Run 1, routed clock nets over the placement:
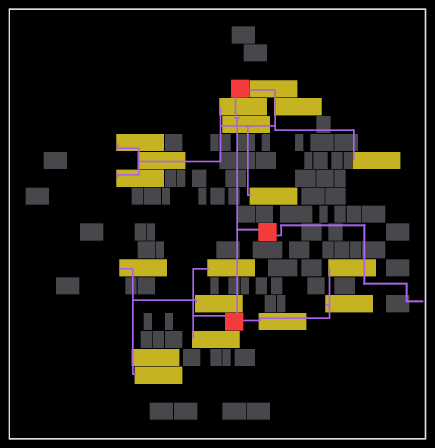
Run 1, cell density map:
6 x 6 tiles, from dark blue (low) to red (high), 0 to 100% covered.
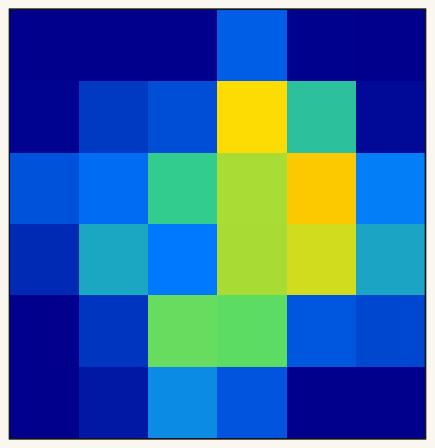
Run 1, metal layers overlaid:
The bar under the picture is 20 µm long.
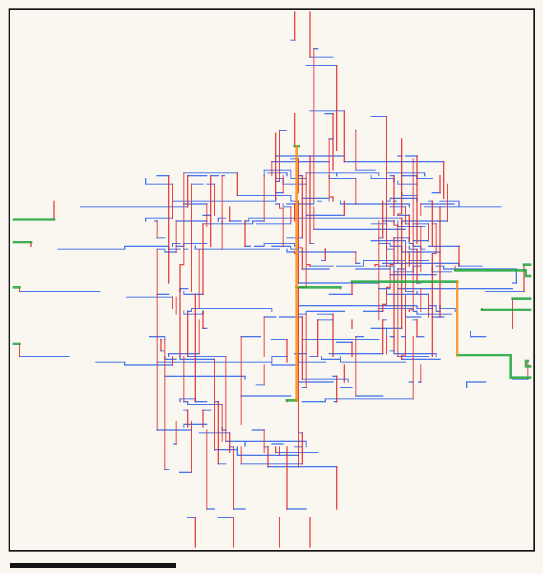
File: src/rtl/uart_pkg.sv
// Shared UART definitions: FSM state encoding and parity mode constants.
// Used by uart_tx and intended for reuse by uart_rx once it supports parity.
package uart_pkg;

  typedef enum logic [2:0] {
    StIdle   = 3'd0,
    StSync   = 3'd1,
    StStart  = 3'd2,
    StData   = 3'd3,
    StParity = 3'd4,
    StStop   = 3'd5
  } uart_state_e;

  localparam int unsigned PAR_NONE = 0;
  localparam int unsigned PAR_EVEN = 1;
  localparam int unsigned PAR_ODD  = 2;

  // Parity bit for a byte under the given mode; none yields 0.
  function automatic logic calc_parity(input logic [7:0] data, input int unsigned mode);
    logic p;
    p = ^data;
    if (mode == PAR_ODD) begin
      p = ~p;
    end else if (mode == PAR_NONE) begin
      p = 1'b0;
    end
    return p;
  endfunction

endpackage

File: src/rtl/uart_tx_if.sv
// Byte handshake between a requester and uart_tx: data bus plus valid/ready.
interface uart_tx_if;

  logic [7:0] uart_tx_data_bus;
  logic       tx_valid;
  logic       tx_ready;

  modport master (
    output uart_tx_data_bus,
    output tx_valid,
    input  tx_ready
  );

  modport slave (
    input  uart_tx_data_bus,
    input  tx_valid,
    output tx_ready
  );

endinterface

File: src/rtl/uart_tx.sv
// UART transmitter: start bit, 8 data bits LSB-first, optional parity, 1 or 2 stop bits.
// Bit timing follows an external one-cycle baud tick shared with the receiver.
module uart_tx
  import uart_pkg::*;
#(
  parameter int unsigned PARITY    = PAR_NONE,
  parameter int unsigned STOP_BITS = 1
) (
  input  logic       clock,
  input  logic       reset,
  input  logic       T_byte,
  uart_tx_if.slave   bus,
  output logic       Serial_out,
  output logic       uart_tx_busy,
  output logic       uart_tx_done
);

  if (PARITY > PAR_ODD) begin : g_bad_parity
    $error("uart_tx: PARITY must be 0 (none), 1 (even) or 2 (odd)");
  end
  if (STOP_BITS < 1 || STOP_BITS > 2) begin : g_bad_stop_bits
    $error("uart_tx: STOP_BITS must be 1 or 2");
  end

  localparam logic StopLast  = (STOP_BITS == 2);
  localparam logic HasParity = (PARITY != PAR_NONE);

  uart_state_e r_state, w_state_nxt;
  logic [7:0]  r_shift, w_shift_nxt;
  logic [2:0]  r_bit_cnt, w_bit_cnt_nxt;
  logic        r_stop_cnt, w_stop_cnt_nxt;
  logic        r_par, w_par_nxt;
  logic        r_serial, w_serial_nxt;
  logic        r_busy, w_busy_nxt;
  logic        r_done, w_done_nxt;
  logic        w_ready;
  logic        w_accept;

  assign w_ready      = (r_state == StIdle);
  assign w_accept     = bus.tx_valid && w_ready;
  assign bus.tx_ready = w_ready;

  assign Serial_out   = r_serial;
  assign uart_tx_busy = r_busy;
  assign uart_tx_done = r_done;

  // State and datapath registers.
  always_ff @(posedge clock) begin
    if (reset) begin
      r_state    <= StIdle;
      r_shift    <= 8'h00;
      r_bit_cnt  <= 3'd0;
      r_stop_cnt <= 1'b0;
      r_par      <= 1'b0;
      r_serial   <= 1'b1;
      r_busy     <= 1'b0;
      r_done     <= 1'b0;
    end else begin
      r_state    <= w_state_nxt;
      r_shift    <= w_shift_nxt;
      r_bit_cnt  <= w_bit_cnt_nxt;
      r_stop_cnt <= w_stop_cnt_nxt;
      r_par      <= w_par_nxt;
      r_serial   <= w_serial_nxt;
      r_busy     <= w_busy_nxt;
      r_done     <= w_done_nxt;
    end
  end

  // Next-state and datapath update.
  always_comb begin
    w_state_nxt    = r_state;
    w_shift_nxt    = r_shift;
    w_bit_cnt_nxt  = r_bit_cnt;
    w_stop_cnt_nxt = r_stop_cnt;
    w_par_nxt      = r_par;
    case (r_state)
      StIdle: begin
        if (w_accept) begin
          w_state_nxt = StSync;
          w_shift_nxt = bus.uart_tx_data_bus;
          w_par_nxt   = calc_parity(bus.uart_tx_data_bus, PARITY);
        end
      end
      StSync: begin
        if (T_byte) begin
          w_state_nxt    = StStart;
          w_bit_cnt_nxt  = 3'd0;
          w_stop_cnt_nxt = 1'b0;
        end
      end
      StStart: begin
        if (T_byte) begin
          w_state_nxt = StData;
        end
      end
      StData: begin
        if (T_byte) begin
          if (r_bit_cnt != 3'd7) begin
            w_bit_cnt_nxt = r_bit_cnt + 3'd1;
            w_shift_nxt   = {1'b0, r_shift[7:1]};
          end else if (HasParity) begin
            w_state_nxt = StParity;
          end else begin
            w_state_nxt = StStop;
          end
        end
      end
      StParity: begin
        if (T_byte) begin
          w_state_nxt = StStop;
        end
      end
      StStop: begin
        if (T_byte) begin
          if (r_stop_cnt == StopLast) begin
            w_state_nxt = StIdle;
          end else begin
            w_stop_cnt_nxt = r_stop_cnt + 1'b1;
          end
        end
      end
      default: begin
        w_state_nxt = StIdle;
      end
    endcase
  end

  // Outputs are registered, so they are decoded from the state being entered.
  always_comb begin
    w_busy_nxt = (w_state_nxt != StIdle);
    w_done_nxt = (r_state == StStop) && (w_state_nxt == StIdle);
    case (w_state_nxt)
      StStart:  w_serial_nxt = 1'b0;
      StData:   w_serial_nxt = w_shift_nxt[0];
      StParity: w_serial_nxt = w_par_nxt;
      default:  w_serial_nxt = 1'b1;
    endcase
  end

endmodule

File: src/flat_wrapper.sv
// flat-port wrapper written by rule: the top's interface ports become plain ports
module uart_tx_flat import uart_pkg::*;
#(
  parameter int unsigned PARITY    = PAR_NONE,
  parameter int unsigned STOP_BITS = 1
)
  (clock, reset, T_byte, Serial_out, uart_tx_busy, uart_tx_done, bus_uart_tx_data_bus, bus_tx_valid, bus_tx_ready);
  uart_tx_if bus_i ();
  input  logic clock;
  input  logic reset;
  input  logic T_byte;
  output logic Serial_out;
  output logic uart_tx_busy;
  output logic uart_tx_done;
  input wire logic [$bits(bus_i.uart_tx_data_bus)-1:0] bus_uart_tx_data_bus;
  input wire logic [$bits(bus_i.tx_valid)-1:0] bus_tx_valid;
  output wire logic [$bits(bus_i.tx_ready)-1:0] bus_tx_ready;
  assign bus_i.uart_tx_data_bus = bus_uart_tx_data_bus;
  assign bus_i.tx_valid = bus_tx_valid;
  assign bus_tx_ready = bus_i.tx_ready;
  uart_tx #(.PARITY(PARITY), .STOP_BITS(STOP_BITS)) u_core (.clock(clock), .reset(reset), .T_byte(T_byte), .bus(bus_i), .Serial_out(Serial_out), .uart_tx_busy(uart_tx_busy), .uart_tx_done(uart_tx_done));
endmodule
File: config.mk
export PLATFORM = sky130hd
export DESIGN_NAME = uart_tx_flat
export DESIGN_NICKNAME = d
export VERILOG_FILES = /design/src/rtl/uart_pkg.sv /design/src/rtl/uart_tx_if.sv /design/src/rtl/uart_tx.sv /design/src/flat_wrapper.sv
export SDC_FILE = /design/constraint.sdc
export NUM_CORES = 1
export LEC_CHECK = 0
export CORE_AREA = 2 2 61 63
export CTS_CLUSTER_SIZE = 8
export DETAILED_ROUTE_END_ITERATION = 16
export DIE_AREA = 0 0 63 65
export SLEW_MARGIN = 15
export SYNTH_ARGS = -nofsm -noshare
export SYNTH_HDL_FRONTEND = slang
export SYNTH_SLANG_ARGS = --single-unit
export TNS_END_PERCENT = 10
File: constraint.sdc
create_clock -name clock -period 2.2 [get_ports clock]
set_input_delay 0.44 -clock clock [delete_from_list [all_inputs] [get_ports clock]]
set_output_delay 0.44 -clock clock [all_outputs]
set_load 0.005 [all_outputs]
==> impl_metrics.tcl, run 1 <==
# place-and-route summary
set metrics [dict create \
    status "complete, no violations" \
    maxSlewHeadroom_pct 55.7 \
    rsz0062_at_grt "no" \
    cp_max_fo 13 \
    regMostFlops "u_core.r_shift" \
    clk_share_pct 2.15 \
    drt_iter0_drc 98 \
    p_per_area_nw_per_um2 599 \
    holdPathEnd "u_core.r_shift[1]" \
    ys_cells 94 \
    min_from "u_core.r_shift[1]" \
    nets 123 \
    yosysWarnings 0 \
    dp_hpwl_mm 1.24 \
    p_comb_mw 0.107 \
    antenna_found_initial 0 \
    ff_count 18 \
    cts_buffers 3 \
    io_pins 16 \
    synthAdderAreaFrac_pct 4.17 \
    final_layout_size_suffix_gt1_share_pct 5.61 \
    ys_area_um2 840 \
    hold_violations 0 \
    largest_cell_class "combinational gates" \
    first_pass_iters 4 \
    flop_area_um2 360 \
    netlist_top_cells_count "18 x dfxtp_1, 13 x a21oi_1, 12 x nand2_1" \
    ctsHoldBuffers 0 \
    seq_share_pct 34.4 \
    cts-root-buf "clkbuf_4" \
    ys_types 32 \
    syn_area_um2 840 \
    min_period_ns 1.91 \
    antenna_cells 0 \
    seqPwrFrac_pct 57.4 \
    dieWidth_um 63 \
    pre_cts_ws_ns 0.0848 \
    grt_pass1_vias 696 \
    drv_cap 0 \
    final_core_util_pct 29.9 \
]
Notes on 'routed clock nets over the placement' above:
[yellow] flip-flops | count: 18
[purple] clock wires | length: 226 µm
[red] clock drivers | count: 3
routed clock nets	4
Clk pwr share: 25.6%
clk_skew: 0.00752 ns
clock-net power: 0.160 mW

Notes on 'cell density map' above:
mean over tiles	24%
emptiest ninth of the die	top left
nearly empty tiles	28%
fullest tile	77%
tiles over 75% full	2.8%

Notes on 'metal layers overlaid' above:
colour	layer	wire length
green	metal 3	58.8 µm
orange	metal 4	39.4 µm
blue	metal 1	785 µm
red	metal 2	778 µm
GRT Util Overall: 9.03%
post-DR wirelength/cell: 10.7 µm

## run 1: worst max-delay path by stage
| stage | from | slack, ns | depth (start not counted) | end |
|---|---|---|---|---|
| floorplan | u_core.r_bit_cnt[0] | 0.42 | 6 | u_core.Serial_out |
| global placement | T_byte | 0.10 | 5 | u_core.Serial_out |
| detailed placement | T_byte | 0.08 | 5 | u_core.Serial_out |
| CTS | u_core.r_state[1] | 0.28 | 2 | bus_tx_ready |
| global route | u_core.r_bit_cnt[0] | 0.20 | 6 | u_core.Serial_out |
| finish | u_core.r_state[1] | 0.29 | 2 | bus_tx_ready |
## run 1: per-layer routing
| metal | global-route usage, % | vias up | routed length [µm] |
|---|---|---|---|
| li1 | - | 372 | - |
| met1 | 9.99 | 322 | 784 |
| met2 | 15.8 | 13 | 778 |
| met3 | 2.26 | 5 | 58 |
| met4 | 5.00 | 0 | 39 |
| met5 | 0 | - | 0 |
## run 1: cells in the final DEF (no fill, tap or decap), drive strengths merged
cell and count:
a22oi 7, maj3 1, nor4b 2, a211oi 1, a211o 2, inv 1
nand3 2, mux2i 2, nand2b 1, a32oi 1, and4b 1, nand2 12
or3b 1, or3 2, and3b 1, a21o 1, clkbuf 3, a22o 1
buf 2, o211ai 1, clkdlybuf4s50 15, nor3 3, dfxtp 18, nor4 1
nor3b 1, nor2b 2, nor2 4, a41o 1, ha 2, a21oi 13
and2 1, and4 1
## run 1: per-stage QoR
stage | hold slack [ns] | total power [mW] | instance area [µm²] | instances
after floorplan | 0.432 | 0.427 | 840 | 94
after global placement | 0.443 | 0.472 | 1020 | 152
after detailed placement | 0.444 | 0.475 | 1020 | 152
after CTS | 0.459 | 0.638 | 1050 | 155
after global routing | 0.490 | 0.661 | 1050 | 155
final | 0.458 | 0.626 | 1050 | 155
Run 1, congestion heat map:
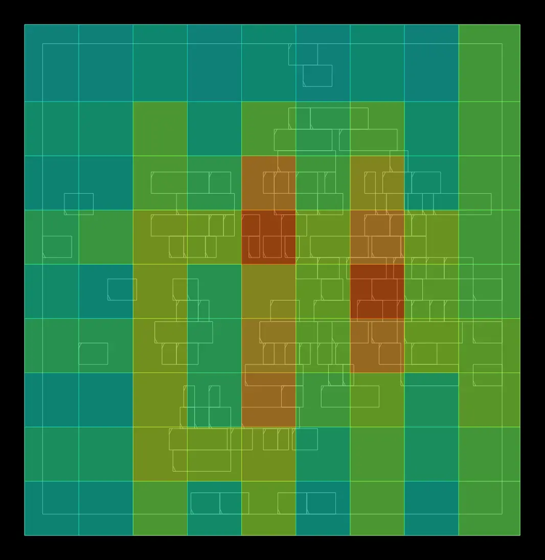

--- run 2 (diff from run 1) ---
--- a/config.mk
+++ b/config.mk
@@ -6,9 +6,11 @@
 export NUM_CORES = 1
 export LEC_CHECK = 0
 export CORE_AREA = 2 2 61 63
+export CTS_BUF_LIST = sky130_fd_sc_hd__clkbuf_4 sky130_fd_sc_hd__clkbuf_8
 export CTS_CLUSTER_SIZE = 8
 export DETAILED_ROUTE_END_ITERATION = 16
 export DIE_AREA = 0 0 63 65
+export REMOVE_ABC_BUFFERS = 1
 export SLEW_MARGIN = 15
 export SYNTH_ARGS = -nofsm -noshare
 export SYNTH_HDL_FRONTEND = slang
Run 2, congestion heat map:
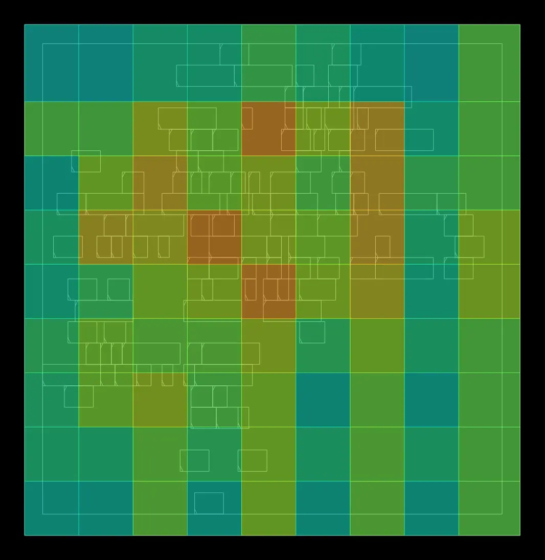
GRT Max-Usage Layer: met2
met3 Track Usage GR: 3.65%
GRT Util Overall: 9.74%
met1 Use GR: 12.7%

Run 2, routed clock nets over the placement:
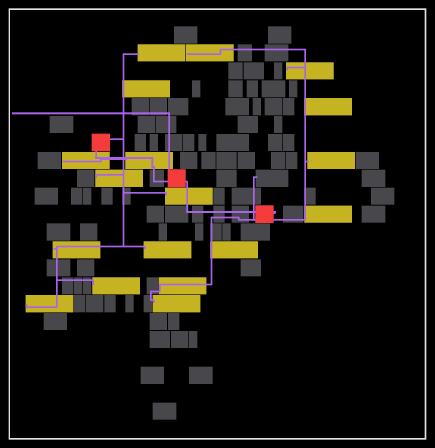
[purple] clock wires | length: 256 µm
[red] clock drivers | count: 3
[yellow] flip-flops | count: 18
routed clock nets	4

Run 2, cell density map:
6 x 6 tiles, from dark blue (low) to red (high), 0 to 100% covered.
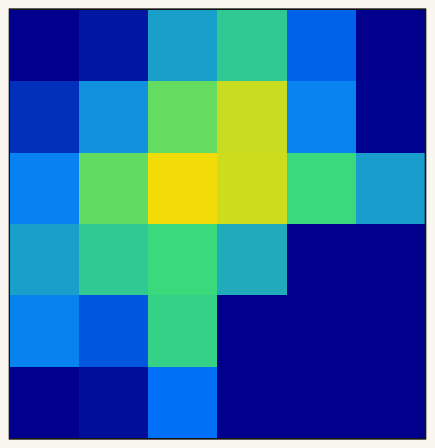
nearly empty tiles	33%
densest ninth of the die	middle
fullest tile	73%

==> run 2 against run 1 <==
- register-to-register slack better by 0.05 ns
- wire length grew 5.5%
- clock-buffer cell count grew 1
- critical path depth unchanged
- non-clock buffer count is 2 higher
- largest power group unchanged
- flip-flop count unchanged
- synthesized area is the same
- critical endpoint unchanged
==> impl_metrics.tcl, run 2 <==
# place-and-route summary
set metrics [dict create \
    core_um2 3500 \
    rsz0062_at_grt "no" \
    pre_cts_ws_ns 0.0762 \
    power_clock_mw 0.211 \
    dp_hpwl_mm 1.25 \
    ys_area_um2 840 \
    grt_pass1_vias 652 \
    ys_types 32 \
    status "complete, no violations" \
    p_total_mw 0.679 \
    layout_top_cell "dfxtp_1" \
    ys_cells 94 \
    synthAdderAreaFrac_pct 4.17 \
    drt-wirelength-per-cell_um 11.1 \
    pwr-share-clk_pct 31.1 \
    seqPwrFrac_pct 53.1 \
    first_pass_iters 4 \
    p_per_area_nw_per_um2 632 \
    p_comb_mw 0.108 \
    yosysWarnings 0 \
    antenna_cells 0 \
    clock_skew_ns 0.00641 \
    hold_violations 0 \
    min_period_ns 1.98 \
    final_core_util_pct 30.7 \
    cp_max_fo 13 \
    regMostFlops "u_core.r_shift" \
    dieWidth_um 63 \
    netlist_top_cells_count "18 x dfxtp_1, 13 x a21oi_1, 12 x nand2_1" \
    ctsHoldBuffers 0 \
    final_layout_size_suffix_gt1_share_pct 8.18 \
    io_pins 16 \
    antenna_found_initial 0 \
    cts_buffers 3 \
    cts-root-buf "clkbuf_4" \
    maxSlewHeadroom_pct 67.1 \
]
## run 2: logic make-up after synthesis
group                      Yosys count
buffers and inverters                8
DFF                                 18
AOI/OAI and AO/OA                   28
and+or+nand+nor                     35
adders and majority gates            3
muxes                                2
## run 2: final timing paths
check                      start                 to  slack, ns  cells after the start
max            u_core.r_state[1]       bus_tx_ready       0.22                      2
min            u_core.r_shift[1]  u_core.r_shift[1]       0.46                      2
max reg2reg  u_core.r_bit_cnt[0]  u_core.Serial_out       0.38                      6
min reg2reg    u_core.r_shift[1]  u_core.r_shift[1]       0.46                      2
## run 2: per-stage QoR
stage | setup TNS, ns | hold slack [ns] | area, µm² | cells
2_1_floorplan | -0.191 | 0.426 | 798 | 87
3_3_place_gp | 0 | 0.444 | 1040 | 154
3_5_place_dp | 0 | 0.446 | 1040 | 154
4_1_cts | 0 | 0.461 | 1070 | 158
5_1_grt | 0 | 0.477 | 1070 | 158
6_report | 0 | 0.460 | 1070 | 158
## run 2: layout make-up
| type | count | share of cell area, % |
|---|---|---|
| multi-input cells | 68 | 40.4 |
| flip-flops and latches | 18 | 33.5 |
| repair buffers | 19 | 16.8 |
| well taps | 48 | 5.59 |
| clock buffers | 4 | 3.38 |
| inverters | 1 | 0.349 |
## run 2: worst register-to-register path: cells and delay by family, from the launching register on
family	cells	cell delay, ns
DFF	1	0.35
and+or+nand+nor	2	0.54
adders and majority gates	2	0.39
AOI/OAI and AO/OA	2	0.44
## run 2: metal layers
| metal | vias to the layer above | track usage (%) | routed length (µm) |
|---|---|---|---|
| li1 | 376 | - | - |
| met1 | 333 | 12.7 | 884 |
| met2 | 15 | 14.8 | 787 |
| met3 | 0 | 3.65 | 82 |
| met4 | 0 | 3.33 | 0 |
| met5 | - | 0 | 0 |
Power figures rest on the tool's default switching activity, not on a simulated workload.
